File: config.mk
export PLATFORM = sky130hd
export DESIGN_NAME = cpu_ram_burst_swiz_flat
export DESIGN_NICKNAME = d
export VERILOG_FILES = /design/src/rtl/cpu_ram_burst_swiz_pkg.sv /design/src/rtl/cpu_ram_burst_swiz_if.sv /design/src/rtl/cpu_ram_burst_swiz_lane_row.sv /design/src/rtl/cpu_ram_burst_swiz.sv /design/src/flat_wrapper.sv
export SDC_FILE = /design/constraint.sdc
export NUM_CORES = 1
export LEC_CHECK = 0
export CAP_MARGIN = 20
export CORE_AREA = 8 8 129 95
export CTS_BUF_LIST = sky130_fd_sc_hd__clkbuf_2 sky130_fd_sc_hd__clkbuf_4 sky130_fd_sc_hd__clkbuf_8
export DETAILED_ROUTE_END_ITERATION = 10
export DIE_AREA = 0 0 137 103
export GPL_TIMING_DRIVEN = 0
export HOLD_SLACK_MARGIN = 0.15
export PLACE_DENSITY_LB_ADDON = 0.3
export SYNTH_ARGS = -nofsm -noshare
export SYNTH_HDL_FRONTEND = slang
export SYNTH_SLANG_ARGS = --single-unit
File: constraint.sdc
create_clock -name clk -period 8.14 [get_ports clk]
set_clock_uncertainty 0.1 [all_clocks]
set_input_delay 1.628 -clock clk [delete_from_list [all_inputs] [get_ports clk]]
set_output_delay 1.628 -clock clk [all_outputs]
set_load 0.01 [all_outputs]
File: src/rtl/cpu_ram_burst_swiz_pkg.sv
// Shared types and the per-lane row helper for the lane-interleaved CPU RAM swizzler.
// Used by cpu_ram_burst_swiz, cpu_ram_lane_row and cpu_ram_burst_swiz_if.
package lu_new;

  typedef enum logic [0:0] {
    ST_IDLE  = 1'b0,
    ST_BURST = 1'b1
  } state_t;

  localparam int LU_SWIZ_BITS = 2;
  localparam int LU_NUM_LANES = 2 ** LU_SWIZ_BITS;

  typedef logic [LU_NUM_LANES-1:0] lane_mask_t;

  // Row of the word living in `lane` within the window starting at `addr`.
  // Lanes below the burst's starting lane hold the word one row further on.
  function automatic logic [31:0] swiz_row(input logic [31:0] addr, input int lane,
                                           input logic [31:0] low, input int swiz_bits);
    logic [31:0] r;
    r = addr >> swiz_bits;
    if (lane < int'(low)) r = r + 32'd1;
    return r;
  endfunction

endpackage

File: src/rtl/cpu_ram_burst_swiz_if.sv
// Request/beat bus of cpu_ram_burst_swiz; o_word_lane exists only when
// CPU_RAM_BURST_SWIZ_ROTATE_EN is defined.
interface cpu_ram_burst_swiz_if #(
    parameter int ADDR_BITS = 16,
    parameter int SWIZ_BITS = 2,
    parameter int LEN_BITS  = 8
);
    localparam int NUM_LANES = 2 ** SWIZ_BITS;
    localparam int ROW_BITS  = ADDR_BITS - SWIZ_BITS;

    // Handshakes: a request transfers on a rising edge where i_valid && o_ready, a beat
    // on a rising edge where o_valid && i_ready; a stalled beat holds every output stable.
    logic                                 i_valid;
    logic                                 o_ready;
    logic [ADDR_BITS-1:0]                 i_addr;
    logic [LEN_BITS-1:0]                  i_len;
    logic                                 o_valid;
    logic                                 i_ready;
    logic [NUM_LANES-1:0][ROW_BITS-1:0]   o_row;
    logic [NUM_LANES-1:0]                 o_lane_en;
    logic [SWIZ_BITS-1:0]                 o_first_lane;
    logic                                 o_last;
    lu_new::state_t                       dbg_state;
`ifdef CPU_RAM_BURST_SWIZ_ROTATE_EN
    logic [NUM_LANES-1:0][SWIZ_BITS-1:0]  o_word_lane;
`endif

    modport slave (
        input  i_valid, i_addr, i_len, i_ready,
        output o_ready, o_valid, o_row, o_lane_en, o_first_lane, o_last, dbg_state
`ifdef CPU_RAM_BURST_SWIZ_ROTATE_EN
        , output o_word_lane
`endif
    );

    modport master (
        output i_valid, i_addr, i_len, i_ready,
        input  o_ready, o_valid, o_row, o_lane_en, o_first_lane, o_last, dbg_state
`ifdef CPU_RAM_BURST_SWIZ_ROTATE_EN
        , input o_word_lane
`endif
    );

endinterface

File: src/rtl/cpu_ram_burst_swiz_lane_row.sv
// cpu_ram_lane_row: combinational row address and enable for one RAM lane,
// given the beat start address, the burst's starting lane and the words remaining.
module cpu_ram_lane_row
    import lu_new::*;
#(
    parameter int ADDR_BITS = 16,
    parameter int SWIZ_BITS = 2,
    parameter int LEN_BITS  = 8,
    parameter int LANE      = 0,
    localparam int ROW_BITS = ADDR_BITS - SWIZ_BITS
) (
    input  logic [ADDR_BITS-1:0] s,
    input  logic [SWIZ_BITS-1:0] low,
    input  logic [LEN_BITS-1:0]  rem,
    output logic [ROW_BITS-1:0]  row,
    output logic                 en
);
    localparam logic [SWIZ_BITS-1:0] LANE_IDX = SWIZ_BITS'(LANE);

    logic [SWIZ_BITS-1:0] off;

    // off is always below NUM_LANES, so comparing with rem alone equals min(rem, NUM_LANES).
    always_comb begin
        row = ROW_BITS'(swiz_row(32'(s), LANE, 32'(low), SWIZ_BITS));
        off = LANE_IDX - low;
        en  = 32'(off) < 32'(rem);
    end

endmodule

File: src/rtl/cpu_ram_burst_swiz.sv
// Burst address swizzler: turns (base, length) requests into one registered beat per
// cycle of per-lane rows and lane enables. Optional CPU_RAM_BURST_SWIZ_ROTATE_EN adds o_word_lane.
module cpu_ram_burst_swiz
    import lu_new::*;
#(
    parameter int ADDR_BITS = 16,
    parameter int SWIZ_BITS = 2,
    parameter int LEN_BITS  = 8
) (
    input  logic            clk,
    input  logic            reset,
    cpu_ram_burst_swiz_if.slave bus
);
    localparam int NUM_LANES = 2 ** SWIZ_BITS;
    localparam int ROW_BITS  = ADDR_BITS - SWIZ_BITS;
    localparam logic [LEN_BITS-1:0]  LANES_LEN  = LEN_BITS'(NUM_LANES);
    localparam logic [ADDR_BITS-1:0] LANES_ADDR = ADDR_BITS'(NUM_LANES);

    state_t                             state;
    logic                               ready_q;
    logic                               valid_q;
    logic                               last_q;
    logic [SWIZ_BITS-1:0]               first_q;
    logic [NUM_LANES-1:0][ROW_BITS-1:0] row_q;
    logic [NUM_LANES-1:0]               en_q;
    logic [ADDR_BITS-1:0]               s_q;
    logic [LEN_BITS-1:0]                rem_q;

    logic                               start;
    logic                               step;
    logic                               load;
    logic [ADDR_BITS-1:0]               nxt_s;
    logic [SWIZ_BITS-1:0]               nxt_low;
    logic [LEN_BITS-1:0]                nxt_rem;
    logic [ROW_BITS-1:0]                row_w [NUM_LANES];
    logic                               en_w  [NUM_LANES];

    // first_q doubles as the latched starting lane: it is constant for the whole burst.
    always_comb begin
        start   = (state == ST_IDLE) && ready_q && bus.i_valid && (bus.i_len != '0);
        step    = (state == ST_BURST) && bus.i_ready && !last_q;
        load    = start || step;
        nxt_s   = start ? bus.i_addr : s_q + LANES_ADDR;
        nxt_low = start ? bus.i_addr[SWIZ_BITS-1:0] : first_q;
        nxt_rem = start ? bus.i_len : rem_q - LANES_LEN;
    end

    for (genvar l = 0; l < NUM_LANES; l++) begin : g_lane
        cpu_ram_lane_row #(
            .ADDR_BITS (ADDR_BITS),
            .SWIZ_BITS (SWIZ_BITS),
            .LEN_BITS  (LEN_BITS),
            .LANE      (l)
        ) u_lane_row (
            .s   (nxt_s),
            .low (nxt_low),
            .rem (nxt_rem),
            .row (row_w[l]),
            .en  (en_w[l])
        );
    end

`ifdef CPU_RAM_BURST_SWIZ_ROTATE_EN
    logic [NUM_LANES-1:0][SWIZ_BITS-1:0] wl_q;
    logic [SWIZ_BITS-1:0]                wl_w [NUM_LANES];

    // Slot j carries the word (low + j); slots past the words remaining read 0.
    for (genvar j = 0; j < NUM_LANES; j++) begin : g_slot
        assign wl_w[j] = (32'(j) < 32'(nxt_rem)) ? nxt_low + SWIZ_BITS'(j) : '0;
    end

    always_ff @(posedge clk or posedge reset) begin
        if (reset) begin
            wl_q <= '0;
        end else if (load) begin
            for (int j = 0; j < NUM_LANES; j++) wl_q[j] <= wl_w[j];
        end
    end

    assign bus.o_word_lane = wl_q;
`endif

    always_ff @(posedge clk or posedge reset) begin
        if (reset) begin
            state   <= ST_IDLE;
            ready_q <= 1'b0;
            valid_q <= 1'b0;
            last_q  <= 1'b0;
            first_q <= '0;
            row_q   <= '0;
            en_q    <= '0;
            s_q     <= '0;
            rem_q   <= '0;
        end else begin
            case (state)
                ST_IDLE: begin
                    ready_q <= 1'b1;
                    if (start) begin
                        state   <= ST_BURST;
                        ready_q <= 1'b0;
                        valid_q <= 1'b1;
                    end
                end
                ST_BURST: begin
                    if (bus.i_ready && last_q) begin
                        state   <= ST_IDLE;
                        ready_q <= 1'b1;
                        valid_q <= 1'b0;
                    end
                end
                default: state <= ST_IDLE;
            endcase

            if (load) begin
                s_q     <= nxt_s;
                rem_q   <= nxt_rem;
                first_q <= nxt_low;
                last_q  <= (nxt_rem <= LANES_LEN);
                for (int l = 0; l < NUM_LANES; l++) begin
                    row_q[l] <= row_w[l];
                    en_q[l]  <= en_w[l];
                end
            end
        end
    end

    assign bus.o_ready      = ready_q;
    assign bus.o_valid      = valid_q;
    assign bus.o_row        = row_q;
    assign bus.o_lane_en    = en_q;
    assign bus.o_first_lane = first_q;
    assign bus.o_last       = last_q;
    assign bus.dbg_state    = state;

endmodule

File: src/flat_wrapper.sv
// flat-port wrapper written by rule: the top's interface ports become plain ports
module cpu_ram_burst_swiz_flat import lu_new::*;
#(
    parameter int ADDR_BITS = 16,
    parameter int SWIZ_BITS = 2,
    parameter int LEN_BITS  = 8
)
  (clk, reset, bus_i_valid, bus_i_addr, bus_i_len, bus_i_ready, bus_o_ready, bus_o_valid, bus_o_row, bus_o_lane_en, bus_o_first_lane, bus_o_last, bus_dbg_state);
  cpu_ram_burst_swiz_if #(.ADDR_BITS(ADDR_BITS), .SWIZ_BITS(SWIZ_BITS), .LEN_BITS(LEN_BITS)) bus_i ();
  input  logic clk;
  input  logic reset;
  input wire logic [$bits(bus_i.i_valid)-1:0] bus_i_valid;
  input wire logic [$bits(bus_i.i_addr)-1:0] bus_i_addr;
  input wire logic [$bits(bus_i.i_len)-1:0] bus_i_len;
  input wire logic [$bits(bus_i.i_ready)-1:0] bus_i_ready;
  output wire logic [$bits(bus_i.o_ready)-1:0] bus_o_ready;
  output wire logic [$bits(bus_i.o_valid)-1:0] bus_o_valid;
  output wire logic [$bits(bus_i.o_row)-1:0] bus_o_row;
  output wire logic [$bits(bus_i.o_lane_en)-1:0] bus_o_lane_en;
  output wire logic [$bits(bus_i.o_first_lane)-1:0] bus_o_first_lane;
  output wire logic [$bits(bus_i.o_last)-1:0] bus_o_last;
  output wire logic [$bits(bus_i.dbg_state)-1:0] bus_dbg_state;
  assign bus_i.i_valid = bus_i_valid;
  assign bus_i.i_addr = bus_i_addr;
  assign bus_i.i_len = bus_i_len;
  assign bus_i.i_ready = bus_i_ready;
  assign bus_o_ready = bus_i.o_ready;
  assign bus_o_valid = bus_i.o_valid;
  assign bus_o_row = bus_i.o_row;
  assign bus_o_lane_en = bus_i.o_lane_en;
  assign bus_o_first_lane = bus_i.o_first_lane;
  assign bus_o_last = bus_i.o_last;
  assign bus_dbg_state = bus_i.dbg_state;
  cpu_ram_burst_swiz #(.ADDR_BITS(ADDR_BITS), .SWIZ_BITS(SWIZ_BITS), .LEN_BITS(LEN_BITS)) u_core (.clk(clk), .reset(reset), .bus(bus_i));
endmodule
==> results.cfg, run 1 <==
; implementation run metrics
[yosys]
synth_cell_type_count = 64
synthTopCellsByCount = dfrtp_1, nand2_1, nor2_1, o21ai_0, a21oi_1
ys_sh_simple_pct = 22.02
ys_sh_adder_pct = 2.515
aoi_share_pct = 20.54
synth_top_area_share_pct = 41.36
ys_warn_count = 0
ff_type = dfrtp_1
mux_share_pct = 2.935
synth-xor-area-share_pct = 5.478
ys_seq_share_pct = 41.36
area_leaders = dfrtp_1, nand2_1, o21ai_0
synth.most_common_cell = dfrtp_1
netlist_area_um2 = 4477
yosys-dominant-comb-family = simple AND/OR/NAND/NOR gates

[power]
power.total_uw = 2332
swShare_pct = 44.90
clock_power_share_pct = 11.2
p_comb_share_pct = 60.0
p_leak_uw = 0.002275

[setup_path]
ff2ff_setup_slack_ps = 3560
worstReg2RegEnd = u_core.bus.o_row[11]
critPathMaxStageDelay_ps = 600
crit_buf_inv = 4
crit_path_start = bus_i_valid
arrival_ps = 5890
slowest_stage = a21oi_1
critical_path_depth = 11

[final_timing]
worstMarginPinSlew_ps = 646.9
fmax_ghz = 0.1739
rsz0062_at_grt = false
hold_ws_ps = 382.7
setup_violations = 0
layout_worst_path_cycle_share_pct = 70.63
max_slew_margin_pct = 55.64
min_period_ps = 5749

[global_route]
gr-max-usage-layer = met2
overflow = 0
antenna_found_initial = 0
grt_pass1_wl_mm = 21.68
grt_max_degree = 54
grt.total_usage_pct = 20.08

[detailed_routing]
dr.pass1.iters = 5
drc = 0
route.met3.wl_mm = 1.191
drtAntennaViolNets = 0
viasPerCell = 5.772

[flow_run]
drv_cap = 0

[placement]
dp.cells = 703
dpl.hpwl_mm = 10.37
io_buffers = 93

[layout]
layout_top_cell = clkdlybuf4s50_1
fillCellCount = 905
fin_util_pct = 56.81
stdcell_area_um2 = 5773
final_cell_mix = clkdlybuf4s50_1, dfrtp_1, nand2_1
nets = 619
largest_reg_flops = 42
area_growth_pct = 28.95
n_antenna_cell = 0
drive_gt1_share_pct = 10.56

[hold_path]
hold_path_depth = 2

[clock_network]
cts_tree = done
clock_path_buffers = 2
ctsHtreeMaxLevel = 3
clk_latency_ps = 370
ctsHoldBuffers = 0
numClockSinks = 74
cts_made_buffers = 9
post_cts_buffers = 0
cts_resized = 0
cts_root_buf = clkbuf_8

[floorplanning]
coreArea_um2 = 10160
rows = 31
die_area_um2 = 14110
die_width_um = 137
fp.dieH_um = 103

[status]
status = finished clean
==> run 1: power groups by stage <==
stage          clock, µW  combinational (µW)  sequential (µW)
6_report             262                1400              671
5_1_grt              285                1540              691
4_1_cts              269                1400              669
3_5_place_dp           0                1400              674
3_3_place_gp           0                1370              668
2_1_floorplan          0                 789              714
==> run 1: layout make-up <==
cell class / count / area, µm² / share of cell area, %
clock buffer: 10 / 137.6 / 2.384
timing repair buffer: 94 / 958.4 / 16.60
inverter: 15 / 58.81 / 1.019
clock inverter: 6 / 32.53 / 0.5635
tap: 132 / 165.2 / 2.861
multi-input combinational: 359 / 2395 / 41.48
sequential: 74 / 1852 / 32.08
buffer: 29 / 173.9 / 3.013
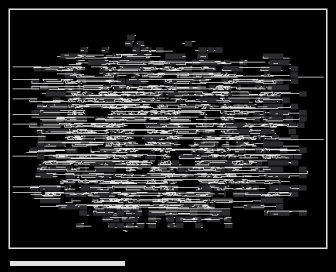
*Metal 1, run 1*
The bar under the picture is 50 µm long. Cells faint in the background.
The layer holds 46% of the routed length. 553 nets have wire on it.
vias post-DR: 4150
WL final: 13.64 mm
met1 Use GR: 27.07%

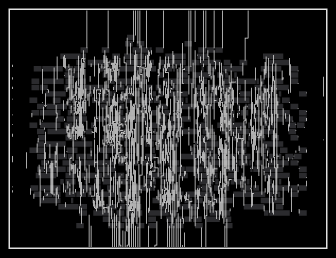
*M2 wires, run 1*
Cells faint in the background.
The wires run mostly vertical. The longest straight run is 43.2 µm.
GR Util met2: 29.88%

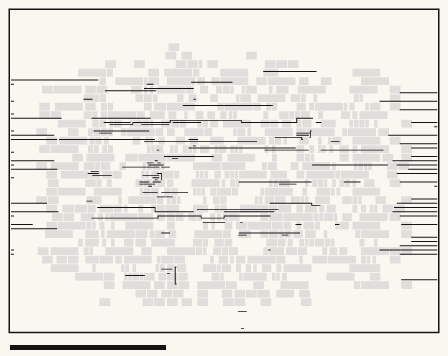
*The metal 3 layer, run 1*
The bar under the picture is 50 µm long. Cells faint in the background.
The wires run mostly horizontal. The layer carries 1190 µm of wire. The longest straight run is 35.9 µm.
met3 Use GR: 5.648%

--- run 2 (diff from run 1) ---
==> constraint.sdc (replaced) <==
create_clock -name clk -period 6 [get_ports clk]
set_clock_uncertainty 0.1 [all_clocks]
set_input_delay 1.2 -clock clk [delete_from_list [all_inputs] [get_ports clk]]
set_output_delay 1.2 -clock clk [all_outputs]
set_load 0.01 [all_outputs]
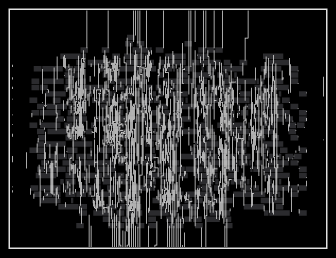
*M2 wires, run 2*
Cells faint in the background.
510 nets have wire on it. The wires run mostly vertical. The longest straight run is 43.2 µm. The layer holds 43% of the routed length.

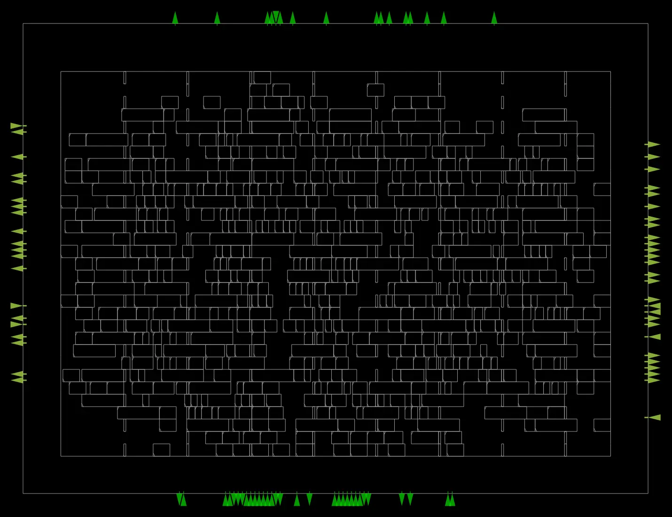
*Placed standard cells, run 2*
n_taps: 132
sequential cell count: 74
fill count: 905
sequential share of cell area: 32.08%

==> run 2 against run 1 <==
- wire length did not move
- utilization did not move
- synthesized cell count did not move
- cell area did not move
- non-clock buffer count did not move
- area after synthesis did not move
- flip-flop count did not move
- first-iteration DRC count did not move
- final cell count did not move
- critical endpoint unchanged
==> results.cfg, run 2 <==
; implementation run metrics
[placement]
dp.cells = 703
dpl.hpwl_mm = 10.37
io_buffers = 93

[final_timing]
layout_worst_path_cycle_share_pct = 88.69
worstMarginPinSlew_ps = 646.9
hold_ws_ps = 382.7
fmax_ghz = 0.1879
rsz0062_at_grt = false
max_slew_margin_pct = 55.64
min_period_ps = 5321

[yosys]
yosysChipArea_um2 = 4477
ys_sh_adder_pct = 2.515
netlist_area_um2 = 4477
synth.most_common_cell = dfrtp_1
mux_share_pct = 2.935
ys_warn_count = 0
ff_type = dfrtp_1
synth_top_area_share_pct = 41.36
synthTopCellsByCount = dfrtp_1, nand2_1, nor2_1, o21ai_0, a21oi_1
ys_sh_simple_pct = 22.02
synth-xor-area-share_pct = 5.478
aoi_share_pct = 20.54

[layout]
sh_comb_area_pct = 41.48
logic_area_um2 = 2395
final_cell_mix = clkdlybuf4s50_1, dfrtp_1, nand2_1
non_clock_buffer_count = 123
largest_class = multi-input combinational cells
nClkBuffers = 10
stdcell_area_um2 = 5773
drive_gt1_share_pct = 10.56
largest_reg_flops = 42
final-clk-cell-share_pct = 2.948
area_growth_pct = 28.95
inverters = 15
nets = 619
n_antenna_cell = 0
layout_top_cell = clkdlybuf4s50_1

[floorplanning]
fp.dieH_um = 103
rows = 31
die_width_um = 137
die_area_um2 = 14110
coreArea_um2 = 10160

[clock_network]
ctsHoldBuffers = 0
ctsHtreeMaxLevel = 3
clock_path_buffers = 2
post_cts_buffers = 0
cts_tree = done
cts_made_buffers = 9
clk_latency_ps = 370
numClockSinks = 74
cts_resized = 0

[power]
clock_net_power_uw = 355
pg_comb_uw = 1900
maxPowerGroup = combinational cells
p_comb_share_pct = 60.0
vdd_ir_drop_max_uv = 269.9
swShare_pct = 44.90
clock_power_share_pct = 11.2
p_leak_uw = 0.002275
power_density_nw_per_um2 = 548.0

[global_route]
grt_util_met2_pct = 29.88
grt.total_usage_pct = 20.08
grt_pass1_wl_mm = 21.68
grtUsageMet3_pct = 5.648
overflow = 0
antenna_found_initial = 0
globalRouteMet1Util_pct = 27.07
gr-max-usage-layer = met2
grt_max_degree = 54

[detailed_routing]
viasPerCell = 5.772
dr.pass1.iters = 5
wl_mm = 13.64
drc = 0
drtAntennaViolNets = 0
via_count = 4150

[setup_path]
worstReg2RegEnd = u_core.bus.o_row[11]
crit_path_start = bus_i_valid
slowest_stage = a21oi_1
ff2ff_setup_slack_ps = 1420
critPathMaxStageDelay_ps = 600

[flow_run]
drv_cap = 0

[status]
status = finished clean
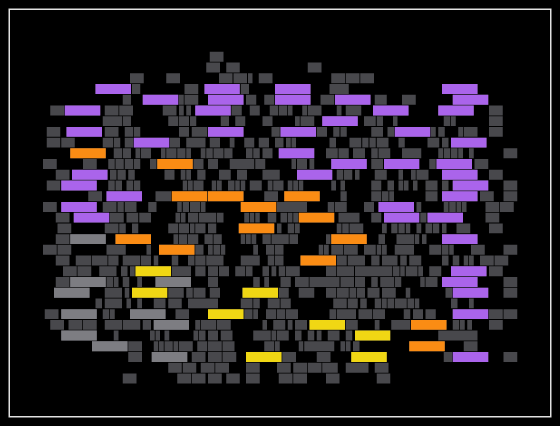
*Sequential cells grouped by signal name, run 2*
Other sequential cells in the stronger gray, the rest of the logic in the fainter gray.
Orange marks u_core.s_q, sequential cells 14. Purple marks u_core.bus.o_row, sequential cells 42. Yellow marks u_core.rem_q, sequential cells 8, where bottom middle.
Sequential Area: 1852 µm²
seq pwr: 911 µW
fin util: 56.81%

[run 2: how the worst min path moves through the flow]
stage               slack (ps)                 start  depth (start not counted)                    to
floorplan                  370       u_core.rem_q[7]                          2       u_core.rem_q[7]
global placement           360  u_core.bus.o_row[18]                          2  u_core.bus.o_row[18]
detailed placement         370   u_core.bus.o_row[3]                          2   u_core.bus.o_row[3]
CTS                        390  u_core.bus.o_row[33]                          2  u_core.bus.o_row[33]
global route               410   u_core.bus.o_row[3]                          2   u_core.bus.o_row[3]
finish                     380  u_core.bus.o_row[17]                          2  u_core.bus.o_row[17]
[run 2: critical path: cells and delay by family]
kind / cells / cell delay [ps]
compound gates: 3 / 1360
fa+ha+maj: 1 / 210
buf+inv: 4 / 1900
mux: 1 / 400
simple gates: 2 / 390
### Metal 1, run 2

The bar under the picture is 50 µm long. Cells faint in the background.
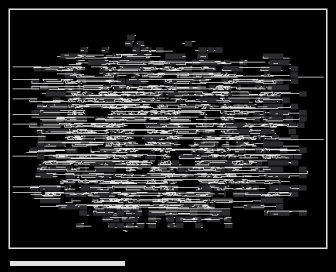

--- run 3 (diff from run 2) ---
--- a/config.mk
+++ b/config.mk
@@ -6,10 +6,10 @@
 export NUM_CORES = 1
 export LEC_CHECK = 0
 export CAP_MARGIN = 20
-export CORE_AREA = 8 8 129 95
+export CORE_AREA = 3 3 124 90
 export CTS_BUF_LIST = sky130_fd_sc_hd__clkbuf_2 sky130_fd_sc_hd__clkbuf_4 sky130_fd_sc_hd__clkbuf_8
 export DETAILED_ROUTE_END_ITERATION = 10
-export DIE_AREA = 0 0 137 103
+export DIE_AREA = 0 0 127 93
 export GPL_TIMING_DRIVEN = 0
 export HOLD_SLACK_MARGIN = 0.15
 export PLACE_DENSITY_LB_ADDON = 0.3
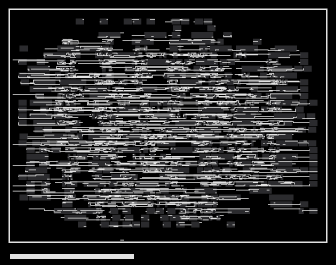
*Metal 1, run 3*
The bar under the picture is 50 µm long. Cells faint in the background.
The layer holds 48% of the routed length. 543 nets have wire on it. The longest straight run is 29.4 µm. The wires run mostly horizontal. The layer carries 6380 µm of wire.
met1 Use GR: 33.93%
vias post-DR: 4240
WL final: 13.41 mm

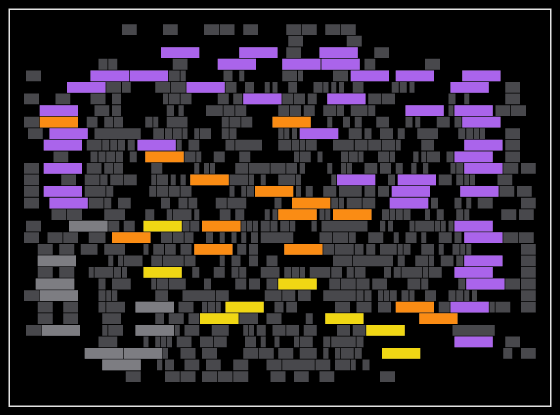
*Sequential cells grouped by signal name, run 3*
Other sequential cells in the stronger gray, the rest of the logic in the fainter gray.
Orange marks u_core.s_q, sequential cells 14. Yellow marks u_core.rem_q, sequential cells 8, where bottom middle. Purple marks u_core.bus.o_row, sequential cells 42.
Another 10 sequential cells are not colored.
seq pwr: 916 µW
fin util: 57.33%
sequential share of cell area: 31.79%

==> run 3 against run 2 <==
- sequential share of layout area decreased by 0.29 points
- wire length shrank 1.7%
- first-iteration DRC count is 4.2% higher
- cell area is 0.91% higher
- maximum frequency is 1.4% lower
- die area down 16%
- combinational power about the same
- register-to-register slack got worse by 40 ps
- global-route usage grew 2.6 points
- utilization rose by 0.52 points
- critical path depth is the same
- power up 3.1%
- critical path type unchanged
- largest power group unchanged
- highest routed layer unchanged
==> results.cfg, run 3 <==
; implementation run metrics
[detailed_routing]
drc = 0
drtAntennaViolNets = 0
route.met3.wl_mm = 1.235
viasPerCell = 5.897
dr.pass1.iters = 5

[power]
power_density_nw_per_um2 = 560.0
p_comb_share_pct = 58.4
p_leak_uw = 0.002296
maxPowerGroup = combinational cells
pg_comb_uw = 1900
clock_net_power_uw = 443
swShare_pct = 43.70
vdd_ir_drop_max_uv = 274.5
clock_power_share_pct = 13.6

[placement]
dp.cells = 703
io_buffers = 93
dpl.hpwl_mm = 10.06

[setup_path]
arrival_ps = 5530
crit_path_start = bus_i_valid
critPathMaxStageDelay_ps = 620
critical_path_depth = 11
ff2ff_setup_slack_ps = 1380
crit_family = buffers and inverters

[yosys]
yosysChipArea_um2 = 4477
synthTopCellsByCount = dfrtp_1, nand2_1, nor2_1, o21ai_0, a21oi_1
synth_cell_type_count = 64
ys_warn_count = 0
synth_cells = 477
area_leaders = dfrtp_1, nand2_1, o21ai_0
ys_seq_share_pct = 41.36
synth-xor-area-share_pct = 5.478
mux_share_pct = 2.935
ys_sh_simple_pct = 22.02
ys_sh_adder_pct = 2.515
ff_type = dfrtp_1
synth.most_common_cell = dfrtp_1
aoi_share_pct = 20.54

[clock_network]
clk_latency_ps = 360
clock_path_buffers = 2
cts_made_buffers = 9
cts_root_buf = clkbuf_8
ctsHtreeMaxLevel = 3
numClockSinks = 74
cts_tree = done
cts_resized = 0
post_cts_buffers = 0

[final_timing]
min_period_ps = 5399
rsz0062_at_grt = false
fmax_ghz = 0.1852
worstMarginPinSlew_ps = 648.3

[layout]
stdcell_area_um2 = 5826
layout_top_cell = clkdlybuf4s50_1
area_growth_pct = 30.13
n_antenna_cell = 0
largest_reg_flops = 42
logic_area_um2 = 2395
drive_gt1_share_pct = 10.56
fillCellCount = 937

[hold_path]
hold_start = u_core.bus.o_row[33]
holdPathEnd = u_core.bus.o_row[33]

[floorplanning]
rows = 31
die_width_um = 127
coreArea_um2 = 10160
die_area_um2 = 11810

[global_route]
grtUsageMet3_pct = 5.537
grt_max_degree = 46
grt_pass1_wl_mm = 21.05
overflow = 0
grt.total_usage_pct = 22.72
antenna_found_initial = 0

[status]
status = finished clean

[flow_run]
drv_cap = 0
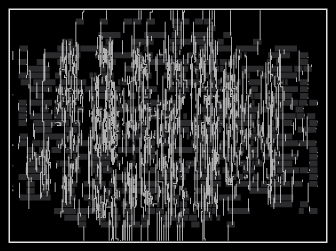
*M2 wires, run 3*
Cells faint in the background.
The wires run mostly vertical. The layer carries 5670 µm of wire. The layer holds 42% of the routed length. The longest straight run is 40.1 µm. 533 nets have wire on it.
GR Util met2: 33.54%

[run 3: layout make-up]
cell class              count  area share [%]
flip-flops and latches     74           31.79
well taps                 132           2.835
clock buffers              11           2.491
plain buffers              29           2.985
clock inverters             5           1.332
repair buffers             94           16.45
inverters                  15           1.009
multi-input cells         359           41.11
[run 3: worst min-delay path, stage by stage (launching register included)]
cell and delay [ps]:
dfrtp_1 350, nand2_1 50, o21ai_0 60
[run 3: kinds of logic after synthesis]
group / after synthesis
AOI/OAI and AO/OA: 127
and+or+nand+nor: 183
adders and majority gates: 9
xor gates and xnor gates: 28
muxes: 12
DFF: 74
buffers and inverters: 44
[run 3: metrics by stage]
step	setup slack, ps	hold WS, ps
finish	600.9	388.0
CTS	718.5	391.6
floorplan	1614	369.2
global placement	433.6	365.5
global route	330.9	408.5
detailed placement	317.7	374.2
Power and IR drop assume default switching activity.
